File: config.mk
export PLATFORM = sky130hd
export DESIGN_NAME = spi_bank_arbiter
export DESIGN_NICKNAME = d
export VERILOG_FILES = /design/src/rtl/spi_bank_arbiter.sv
export SDC_FILE = /design/constraint.sdc
export NUM_CORES = 1
export LEC_CHECK = 0
export ABC_AREA = 1
export CAP_MARGIN = 30
export CELL_PAD_IN_SITES_DETAIL_PLACEMENT = 0
export CELL_PAD_IN_SITES_GLOBAL_PLACEMENT = 1
export CORE_AREA = 2 2 160 99
export CTS_CLUSTER_DIAMETER = 120
export DETAILED_ROUTE_END_ITERATION = 10
export DIE_AREA = 0 0 162 101
export PLACE_DENSITY = 0.83
export SLEW_MARGIN = 20
export SYNTH_ARGS = -nofsm -noshare
export SYNTH_HDL_FRONTEND = slang
export SYNTH_SLANG_ARGS = --single-unit
File: constraint.sdc
create_clock -name clk -period 2.5 [get_ports clk]
set_clock_uncertainty 0.15 [all_clocks]
set_input_delay 0.5 -clock clk [delete_from_list [all_inputs] [get_ports clk]]
set_output_delay 0.5 -clock clk [all_outputs]
set_load 0.005 [all_outputs]
File: src/rtl/spi_bank_arbiter.sv
// Byte-bank arbiter: SPI reads, a pending SPI write slot and host beats share one port.
// Optional ARB_HOST_LOCK_EN adds host_lock / spi_wr_blocked to discard SPI writes.
module spi_bank_arbiter #(
  parameter int ADDR_W = 6
) (
  input  logic              clk,
  input  logic              rstb,
  input  logic              ena,
  input  logic [ADDR_W-1:0] spi_addr,
  input  logic              spi_addr_v,
  output logic [7:0]        spi_rdata,
  input  logic [7:0]        spi_wdata,
  input  logic              spi_wdata_v,
  input  logic [ADDR_W-1:0] host_addr,
  input  logic [31:0]       host_wdata,
  input  logic [1:0]        host_write_n,
  input  logic [1:0]        host_read_n,
  output logic [31:0]       host_rdata,
  output logic              host_ready,
  output logic [ADDR_W-1:0] mem_addr,
  output logic              mem_we,
  output logic [7:0]        mem_wdata,
  input  logic [7:0]        mem_rdata,
`ifdef ARB_HOST_LOCK_EN
  input  logic              host_lock,
  output logic              spi_wr_blocked,
`endif
  output logic              busy,
  output logic              spi_ovf
);

  typedef enum logic [1:0] {IDLE, BEAT, DONE} state_t;

  state_t            state_q, state_d;
  logic [ADDR_W-1:0] addr_q;
  logic [31:0]       wdata_q;
  logic              we_q;
  logic [1:0]        last_q;
  logic [1:0]        cnt_q;
  logic              pend_q;
  logic [ADDR_W-1:0] paddr_q;
  logic [7:0]        pdata_q;
  logic              rr_spi_q;
  logic [31:0]       rdata_q;
  logic              ovf_q;

  logic              req_wr, req_rd, req;
  logic [1:0]        req_w, req_last;
  logic              host_pend, spi_gnt, host_gnt, cap;
  logic [ADDR_W-1:0] beat_addr;

  assign req_wr = host_write_n != 2'b11;
  assign req_rd = host_read_n != 2'b11;
  assign req    = req_wr | req_rd;
  assign req_w  = req_wr ? host_write_n : host_read_n;

  always_comb begin
    req_last = 2'd3;
    unique case (1'b1)
      req_w == 2'b00: req_last = 2'd0;
      req_w == 2'b01: req_last = 2'd1;
      default:        req_last = 2'd3;
    endcase
  end

  assign host_pend = state_q == BEAT;
  assign spi_gnt   = !spi_addr_v && pend_q && (!host_pend || !rr_spi_q);
  assign host_gnt  = !spi_addr_v && !spi_gnt && host_pend;
  assign beat_addr = addr_q + ADDR_W'(cnt_q);

`ifdef ARB_HOST_LOCK_EN
  assign cap = spi_wdata_v && !host_lock;
`else
  assign cap = spi_wdata_v;
`endif

  always_comb begin
    mem_addr  = addr_q;
    mem_wdata = wdata_q[{cnt_q, 3'b000} +: 8];
    unique case (1'b1)
      spi_addr_v: mem_addr = spi_addr;
      spi_gnt: begin
        mem_addr  = paddr_q;
        mem_wdata = pdata_q;
      end
      host_gnt: mem_addr = beat_addr;
      default: mem_addr = addr_q;
    endcase
  end

  // Gated by rstb so an abandoned transaction writes nothing on the reset edge.
  assign mem_we     = rstb && ena && (spi_gnt || (host_gnt && we_q));
  assign spi_rdata  = mem_rdata;
  assign host_rdata = rdata_q;
  assign host_ready = state_q == DONE;
  assign busy       = (state_q != IDLE) || pend_q;
  assign spi_ovf    = ovf_q;

  always_comb begin
    state_d = state_q;
    unique case (state_q)
      IDLE: if (req) state_d = BEAT;
      BEAT: if (host_gnt && cnt_q == last_q) state_d = DONE;
      DONE: state_d = IDLE;
      default: state_d = IDLE;
    endcase
  end

  always_ff @(posedge clk) begin
    if (!rstb) state_q <= IDLE;
    else if (ena) state_q <= state_d;
  end

  always_ff @(posedge clk) begin
    if (!rstb) begin
      addr_q   <= '0;
      wdata_q  <= '0;
      we_q     <= 1'b0;
      last_q   <= '0;
      cnt_q    <= '0;
      rdata_q  <= '0;
    end else if (ena) begin
      if (state_q == IDLE && req) begin
        addr_q  <= host_addr;
        wdata_q <= host_wdata;
        we_q    <= req_wr;
        last_q  <= req_last;
        cnt_q   <= '0;
        rdata_q <= '0;
      end else if (host_gnt) begin
        if (!we_q) rdata_q[{cnt_q, 3'b000} +: 8] <= mem_rdata;
        cnt_q <= cnt_q + 2'd1;
      end
    end
  end

  // Pending slot: a fresh capture wins over the grant that empties it.
  always_ff @(posedge clk) begin
    if (!rstb) begin
      pend_q   <= 1'b0;
      paddr_q  <= '0;
      pdata_q  <= '0;
      rr_spi_q <= 1'b0;
      ovf_q    <= 1'b0;
    end else if (ena) begin
      if (spi_gnt) rr_spi_q <= 1'b1;
      else if (host_gnt) rr_spi_q <= 1'b0;
      if (cap) begin
        pend_q  <= 1'b1;
        paddr_q <= spi_addr;
        pdata_q <= spi_wdata;
        if (pend_q && !spi_gnt) ovf_q <= 1'b1;
      end else if (spi_gnt) begin
        pend_q <= 1'b0;
      end
    end
  end

`ifdef ARB_HOST_LOCK_EN
  logic blk_q;
  always_ff @(posedge clk) begin
    if (!rstb) blk_q <= 1'b0;
    else if (ena && spi_wdata_v && host_lock) blk_q <= 1'b1;
  end
  assign spi_wr_blocked = blk_q;
`endif

endmodule

Run 1, sizing map:
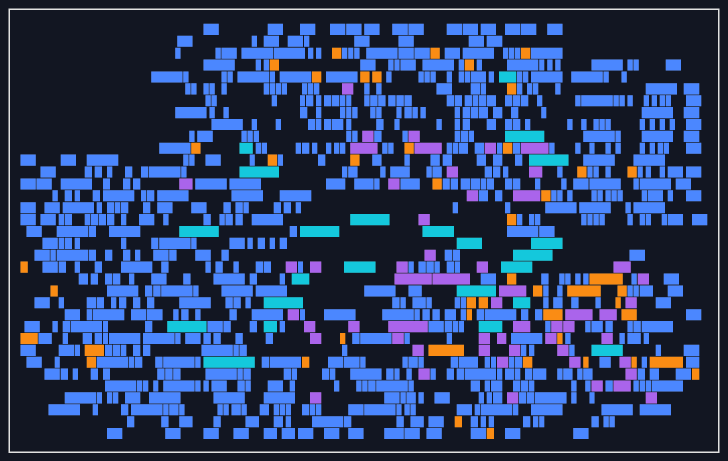
size	colour	cells	share
drive 6 and up	cyan	23	2.6%
drive 2	orange	46	5.3%
drive 1 or less	blue	750	86%
drive 3 to 4	purple	55	6.3%

Run 1, congestion heat map:
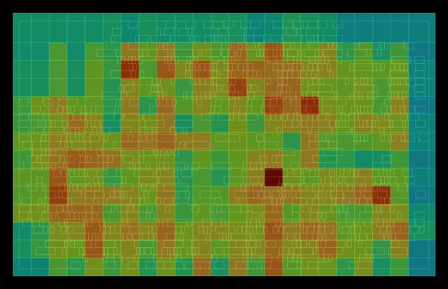
met3 Usage GRT: 6.294%
grt met2 use: 24.42%

==> job_summary.md, run 1 <==
## Implementation flow summary

| Metric | Value |
|---|---|
| Adder Area Share | roughly 1.9% |
| GP Congestion | 0.8524 |
| Peak VDD IR | between 0.2 and 0.3 mV |
| Comb gate area | between 2000 and 2500 µm² |
| Slew margin rel. | a little under three fifths |
| Cell area leaders | dfxtp_1, nand2_1, inv_1, a21oi_1, nor2_1 |
| Power Internal | 2.777 mW |
| Distinct lib cells | 30 |
| Layout cells sized above 1 | roughly 14% |
| F_max | approximately 400 MHz |
| I/O pins | roughly 130 |
| Inverters, non-clock | ~110 |
| Pwr Total | 3.992 mW |
| Setup violations, final | 1 |
| WL per Instance | between 10 and 15 µm |
| Area leader share | around 38% |
| Tcrit/Tclk final | 100.1% |
| Synth Warn # | 0 |
| Leakage | ~3.1 nW |
| Die width | about 160 µm |
| Post-DP Area | about 6500 µm² |
| Initial DRC count | approximately 330 |
| Tot GR Track Use | 18.42% |
| Skew-Pair Late Insertion Delay | between 300 and 400 ps |
| Yosys stat chip area | 4969 µm² |
| Flop pwr share | around 42% |
| Commonest flop | dfxtp_1 |
| Overall die height | slightly above 100 µm |
| DR top layer | met4 |
| Clock tree sinks | 94 |
| Data arrival time of the worst path | about 1900 ps |
| Storage cell area | between 1500 and 2000 µm² |
| Final setup margin | -2.349 ps |
| Clock power frac | roughly a third |
| FILL cells | 1552 |
| Yosys xor share | less than 1% |
| Seq group | between 1.5 and 2 mW |
| CP Cell Sequence | ha_4, fa_2, nand2_2, nor2_2, xor2_1, nand2_1, nand4_1, buf_2 |
| Worst endpoint required time | 1850 ps |
| Routed wire length | 14840 µm |
| Clk slew on worst S/H paths | about 70 ps |
| TritonRoute pass-1 iters | 5 |
| Aoi share | 13.12% |
| Dpl hpwl | ~11000 µm |
| Number of enable flip-flop cells | 0 |
| Mux cell area share | 0% |
| CTS buffer count | 9 |
| Status | finished, violations left |
| Clock tree from TritonCTS | built |
| Net load switching power | 1.214 mW |
| Routed Antenna Nets | 0 |
| Critical path class | reg -> out |
| Log Warnings | 31 |
| Post-CTS setup buffer count | 3 |
| DR WL met3 | around 1200 µm |
| Std-Cell Rows | 35 |
| Core area | between 10000 and 15000 µm² |
| # port buffers | roughly 130 |
| HP Class | reg -> reg |
| Die area | 16360 µm² |
| Post-layout util | a little under half |
| Period minus WS final | 2502 ps |
| Final Max-Slew Violation Tally | 0 |
| Worst setup path end | mem_addr[4] |
| Slowest CP cell | fa_2 |
| Seq/total area | about 27% |
| Power per cell area | around 570 nW/µm² |
| Post-synth top area cell | dfxtp_1 |
| Tapcell Cnt | 203 |
| Largest net degree at the start of global routing | ~68 |
| Worst r2r src | cnt_q[0]$_SDFFE_PN0P_ |
| Post-synth net total | 807 |
| Layout clock area frac | around 4.3% |
| Non-CTS buffers | 172 |
| Largest power group | sequential cells |
| Final nets | 945 |
| Crit path launch type | register |
| Avg Cell Area, Syn | ~6.8 µm² |
| Flip-flops | between 90 and 100 |
| Max-area cell class | combinational gates |
| Top cell excl fill/tap | nand2_1 |
| R2R Path End | host_rdata[6]$_SDFFE_PN0P_ |
| Final hold violation count | 0 |
| Failing checks | setup timing |
| Met2 wire length | about 5500 µm |
| Clk root buf | clkbuf_16 |
| CP Depth | 8 |
| First-pass GRT wire length | about 24000 µm |
| R2R depth | 9 |
| Total of max-cap violations | 0 |
| Actual slew at the worst max-slew pin | approximately 660 ps |
| Critical Path Max Stage Delay | ~380 ps |
| Unrepaired setup endpoints after global routing | yes |
| Worst Path Buf+Inv | 1 |
| Non-Clock Buffer Area Fraction | a little under a quarter |
| Area grow syn2layout | 40.27% |
| Synth logic family | simple AND/OR/NAND/NOR gates |
| Reg-to-reg slack, setup | ~270 ps |
| Crit. Startpoint | cnt_q[0]$_SDFFE_PN0P_ |
| CP max FO | 3 |
| Post_cts resized | 35 |
| Antenna violations before repair | 0 |
| Routed vias/inst | 4.493 |
| Commonest cells in the netlist | nand2_1, inv_1, dfxtp_1 |
| CP endpoint kind | output port |
| Asr flop ratio synth | 0% |
| CLK BUF | 9 |
| N_diodes | 0 |
| Power in the clock group | between 1 and 1.5 mW |
| Yosys cell count | about 730 |
| Synth Cell Area | 4969 µm² |
| Synth Seq Share | 37.87% |
| Routed vias | 4839 |
| GRT overflow | 0 |
| Fp_density | about a third |
| Most frequent cells in the layout | nand2_1, clkdlybuf4s50_1, inv_1 |
| Comb area share | 34.96% |
| H-Tree Depth | 3 |
| Yosys simple share | between 30% and 40% |
| Clock tree buffer depth | 2 |
| Mi-comb count | 479 |
Run 1, clock distribution:
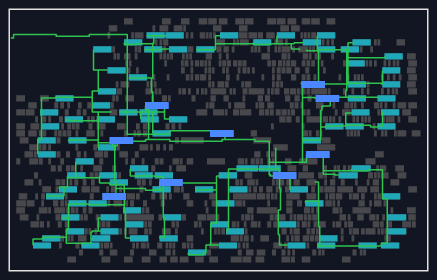
[flip-flops] cyan | count: 94
[cells driving clock nets] blue | count: 9
[clock wires] green | length: 1320 µm
flops lie	all over the die
routed clock nets	10

Run 1, gate-type map:
The bar under the picture is 50 µm long.
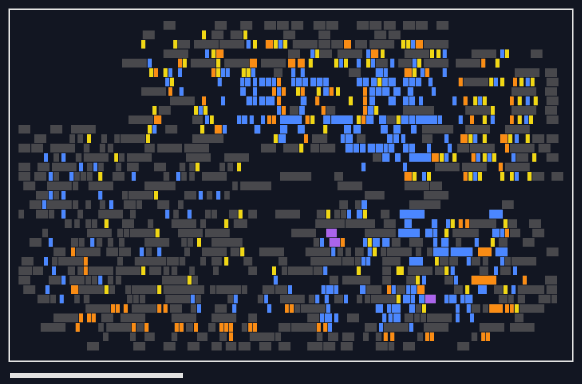
family	colour	cells
XOR/XNOR gates	purple	3
inverters	yellow	113
NAND gates	blue	247
NOR gates	orange	95

[run 1: registers in the layout, indices dropped and copies added, names as in the netlist]
name	cells
spi_ovf	1
pend_q	1
state_q	2
last_q	2
paddr_q	6
wdata_q	32
rr_spi_q	1
cnt_q	2
addr_q	6
pdata_q	8
we_q	1
host_rdata	32
[run 1: how the worst min path moves through the flow]
| stage | start | to | slack, ps | cells past startpoint |
|---|---|---|---|---|
| floorplan | wdata_q[16]$_SDFFE_PN0P_ | wdata_q[16]$_SDFFE_PN0P_ | 280 | 2 |
| global placement | wdata_q[22]$_SDFFE_PN0P_ | wdata_q[22]$_SDFFE_PN0P_ | 290 | 2 |
| detailed placement | wdata_q[17]$_SDFFE_PN0P_ | wdata_q[17]$_SDFFE_PN0P_ | 290 | 2 |
| CTS | wdata_q[17]$_SDFFE_PN0P_ | wdata_q[17]$_SDFFE_PN0P_ | 310 | 2 |
| global route | wdata_q[20]$_SDFFE_PN0P_ | wdata_q[20]$_SDFFE_PN0P_ | 330 | 2 |
| finish | wdata_q[8]$_SDFFE_PN0P_ | wdata_q[8]$_SDFFE_PN0P_ | 300 | 2 |
[run 1: through the flow]
stage	hold WS [ps]	instances	setup slack, ps	setup TNS (ps)
finish	305.0	1077	-2.349	-2.349
global route	325.5	1077	-70.66	-70.66
CTS	305.6	1069	-81.54	-134.3
detailed placement	294.1	1049	-358.9	-4740
global placement	292.1	1049	-342.1	-4495
floorplan	279.7	731	260.9	0
[run 1: routing by layer]
layer  vias to the layer above  track usage (%)
li1                       2587                -
met1                      2094            28.13
met2                       146            24.42
met3                        12            6.294
met4                         0            3.676
met5                         -                0
[run 1: worst reg2reg max path: cells and delay by family (launching register included)]
kind,cells,cell delay [ps]
fa+ha+maj,1,340
buf+inv,3,410
flops,1,380
simple gates,5,910
==> run 2, diff against run 1 <==
--- a/config.mk
+++ b/config.mk
@@ -5,15 +5,14 @@
 export SDC_FILE = /design/constraint.sdc
 export NUM_CORES = 1
 export LEC_CHECK = 0
-export ABC_AREA = 1
 export CAP_MARGIN = 30
 export CELL_PAD_IN_SITES_DETAIL_PLACEMENT = 0
 export CELL_PAD_IN_SITES_GLOBAL_PLACEMENT = 1
-export CORE_AREA = 2 2 160 99
+export CORE_AREA = 2 2 151 94
 export CTS_CLUSTER_DIAMETER = 120
 export DETAILED_ROUTE_END_ITERATION = 10
-export DIE_AREA = 0 0 162 101
-export PLACE_DENSITY = 0.83
+export DIE_AREA = 0 0 153 96
+export PLACE_DENSITY = 0.85
 export SLEW_MARGIN = 20
 export SYNTH_ARGS = -nofsm -noshare
 export SYNTH_HDL_FRONTEND = slang
==> constraint.sdc (replaced) <==
create_clock -name clk -period 2.6 [get_ports clk]
set_clock_uncertainty 0.15 [all_clocks]
set_input_delay 0.52 -clock clk [delete_from_list [all_inputs] [get_ports clk]]
set_output_delay 0.52 -clock clk [all_outputs]
set_load 0.005 [all_outputs]
Run 2, sizing map:
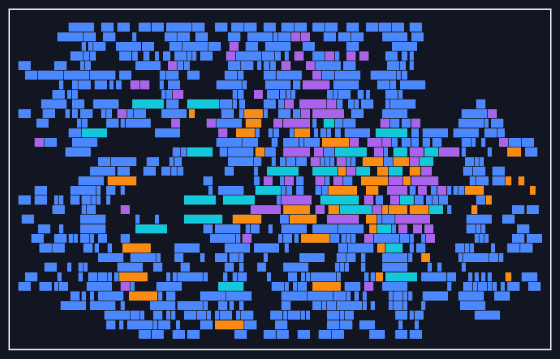
size	colour	cells	share
drive 3 to 4	purple	72	10%
drive 6 and up	cyan	27	3.8%
drive 2	orange	43	6.1%
drive 1 or less	blue	565	80%

Run 2, congestion heat map:
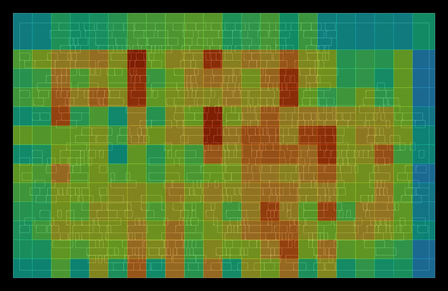
met3 Usage GRT: 5.268%
WL per Instance: 17.18 µm
GRT met1 Usage: 29.93%
grt met2 use: 29.60%
Tot GR Track Use: 20.30%

==> run 2 against run 1 <==
  * The flow still finishes with violations (setup timing)
  * Combinational power is 32% lower
  * Cell count fell by 18%
  * Final area fell by 0.39%
  * Register-to-register slack got worse by 160 ps
  * Largest cell class unchanged
==> job_summary.md, run 2 <==
## Implementation flow summary

| Metric | Value |
|---|---|
| Status | finished, violations left (unchanged) |
| Failing checks | setup timing (unchanged) |
| Yosys stat chip area | 4731 µm² (was 4969 µm²) |
| Aoi share | 20.13% (was 13.12%) |
| # port buffers | 126 (unchanged) |
| Final setup margin | -106.0 ps (was -2.349 ps) |
| Core area | 13340 µm² (was 14980 µm²) |
| Yosys xor share | 0.5554% (was 0.5288%) |
| Comb area share | 37.78% (was 34.96%) |
| Tcrit/Tclk final | 104.1% |
| Met2 wire length | 6281 µm (was 5528 µm) |
| Non-Clock Buffer Area Fraction | 26.84% (was 23.82%) |
| Synth Warn # | 0 (unchanged) |
| Top cell excl fill/tap | nand2_1 (unchanged) |
| TritonRoute pass-1 iters | 5 (unchanged) |
| Synth Seq Share | 39.78% (was 37.87%) |
| CP endpoint kind | output port (unchanged) |
| Clock tree from TritonCTS | built (unchanged) |
| CLK BUF | 11 (was 9) |
| Routed Antenna Nets | 0 (unchanged) |
| Clock tree buffer depth | 2 (unchanged) |
| Worst Path Buf+Inv | 2 (was 1) |
| Setup violations, final | 4 (was 1) |
| GP Congestion | 0.8782 (was 0.8524) |
| Tapcell Cnt | 175 (was 203) |
| Inverters, non-clock | 5 (was 113) |
| Distinct lib cells | 52 (was 30) |
| Antenna violations before repair | 0 (unchanged) |
| CP max FO | 3 (unchanged) |
| Synth Cell Area | 4731 µm² (was 4969 µm²) |
| Worst setup path end | mem_addr[2] (was mem_addr[4]) |
| HP Class | reg -> reg (unchanged) |
| Final Max-Slew Violation Tally | 0 (unchanged) |
| Asr flop ratio synth | 0% (unchanged) |
| Total of max-cap violations | 0 (unchanged) |
| CTS buffer count | 9 (unchanged) |
| Clk root buf | clkbuf_16 (unchanged) |
| Final hold violation count | 0 (unchanged) |
| GRT overflow | 0 (unchanged) |
| Max-area cell class | combinational gates (unchanged) |
| Unrepaired setup endpoints after global routing | yes (unchanged) |
| Die width | 153 µm (was 162 µm) |
| CP Cell Sequence | ha_4, fa_2, buf_4, o311a_4, o21ai_4, clkbuf_2 (was ha_4, fa_2, nand2_2, nor2_2, xor2_1, nand2_1, nand4_1, buf_2) |
| Die area | 14690 µm² (was 16360 µm²) |
| Routed vias | 4600 (was 4839) |
| Peak VDD IR | 0.2906 mV (was 0.2854 mV) |
| Comb gate area | 2623 µm² (was 2436 µm²) |
| Number of enable flip-flop cells | 0 (unchanged) |
| Overall die height | 96 µm (was 101 µm) |
| Layout Cells excl Fill | 882 (was 1077) |
| Clk slew on worst S/H paths | 60 ps (was 70 ps) |
| Flip-flops | 94 (unchanged) |
| Area leader share | 39.78% (was 37.87%) |
| F_max | 369.5 MHz |
| Setup TNS | -252.5 ps (was -2.349 ps) |
| Period minus WS final | 2706 ps |
| N_diodes | 0 (unchanged) |
| Cell area leaders | dfxtp_1, nand2_1, a21boi_0, a41o_1, mux4_2 (was dfxtp_1, nand2_1, inv_1, a21oi_1, nor2_1) |
| Routed vias/inst | 5.215 (was 4.493) |
| Skew-Pair Late Insertion Delay | 340 ps (was 350 ps) |
| Data arrival time of the worst path | 2040 ps (was 1850 ps) |
| Commonest cells in the netlist | nand2_1, dfxtp_1, a21boi_0 (was nand2_1, inv_1, dfxtp_1) |
| Critical path class | reg -> out (unchanged) |
| Yosys simple share | 25.60% (was 32.54%) |
| Slew margin rel. | 63.93% (was 55.90%) |
| Slowest CP cell | dfxtp_4 (was fa_2) |
| Fp_density | 35.47% (was 33.17%) |
| Leakage | 2.967 nW (was 3.061 nW) |
| Worst endpoint required time | 1930 ps (was 1850 ps) |
| Power per cell area | 519.6 nW/µm² (was 572.8 nW/µm²) |
| Actual slew at the worst max-slew pin | 539.8 ps (was 661.5 ps) |
| Non-CTS buffers | 194 (was 172) |
| I/O pins | 127 (unchanged) |
| Crit. Startpoint | cnt_q[0]$_SDFFE_PN0P_ (unchanged) |
| Post-synth top area cell | dfxtp_1 (unchanged) |
| DR top layer | met4 (unchanged) |
| Synth logic family | simple AND/OR/NAND/NOR gates (unchanged) |
| Worst r2r src | cnt_q[0]$_SDFFE_PN0P_ (unchanged) |
Run 2, signal wires on met3:
Cells faint in the background.
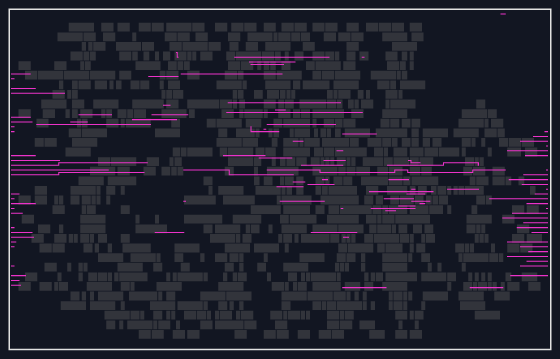
wire length on this layer	979 µm
longest straight run	38.4 µm

-- run 2: cell count changes after synthesis, sizes merged, moves of 13 or more --
cell,before,now
nand4,26,4
nor3,0,34
nor2,95,9
clkbuf,14,27
inv,111,5
nand3,54,8
o21ai,54,8
nand2,164,177
a21boi,0,56
a41o,0,33
a21oi,62,6
-- run 2: how the worst min path moves through the flow --
stage	from	end	slack, ps	cells past startpoint
final	wdata_q[13]$_SDFFE_PN0P_	wdata_q[13]$_SDFFE_PN0P_	310	2
after global routing	wdata_q[17]$_SDFFE_PN0P_	wdata_q[17]$_SDFFE_PN0P_	340	2
after CTS	wdata_q[13]$_SDFFE_PN0P_	wdata_q[13]$_SDFFE_PN0P_	320	2
after detailed placement	wdata_q[13]$_SDFFE_PN0P_	wdata_q[13]$_SDFFE_PN0P_	310	2
after global placement	wdata_q[3]$_SDFFE_PN0P_	wdata_q[3]$_SDFFE_PN0P_	300	2
after floorplan	wdata_q[16]$_SDFFE_PN0P_	wdata_q[16]$_SDFFE_PN0P_	290	2
-- run 2: power by group --
part           internal [mW]  switching, mW  total [mW]
registers               1.50         0.0509        1.55
clock network          0.871          0.550        1.42
logic                  0.324          0.310       0.634
total                   2.70          0.910        3.61
-- run 2: through the flow --
step	utilization (%)	instance area (µm²)	total power, mW	hold slack (ps)	worst slack, ps
5_1_grt	52.05	6942	3.765	343.5	-149.6
2_1_floorplan	-	4731	1.869	290.2	91.47
3_3_place_gp	46.97	6265	2.154	299.6	-646.7
4_1_cts	50.61	6749	3.616	316.2	-139.1
6_report	52.05	6942	3.607	313.3	-106.0
3_5_place_dp	46.97	6265	2.169	307.4	-726.9
-- run 2: repair_timing --
item	in CTS	in global routing
resized	54	34
buffers inserted	6	9
cloned	0	2
endpoints found under the setup margin	15	15
pin swaps	13	15
Power is estimated from default activity; no workload was simulated.
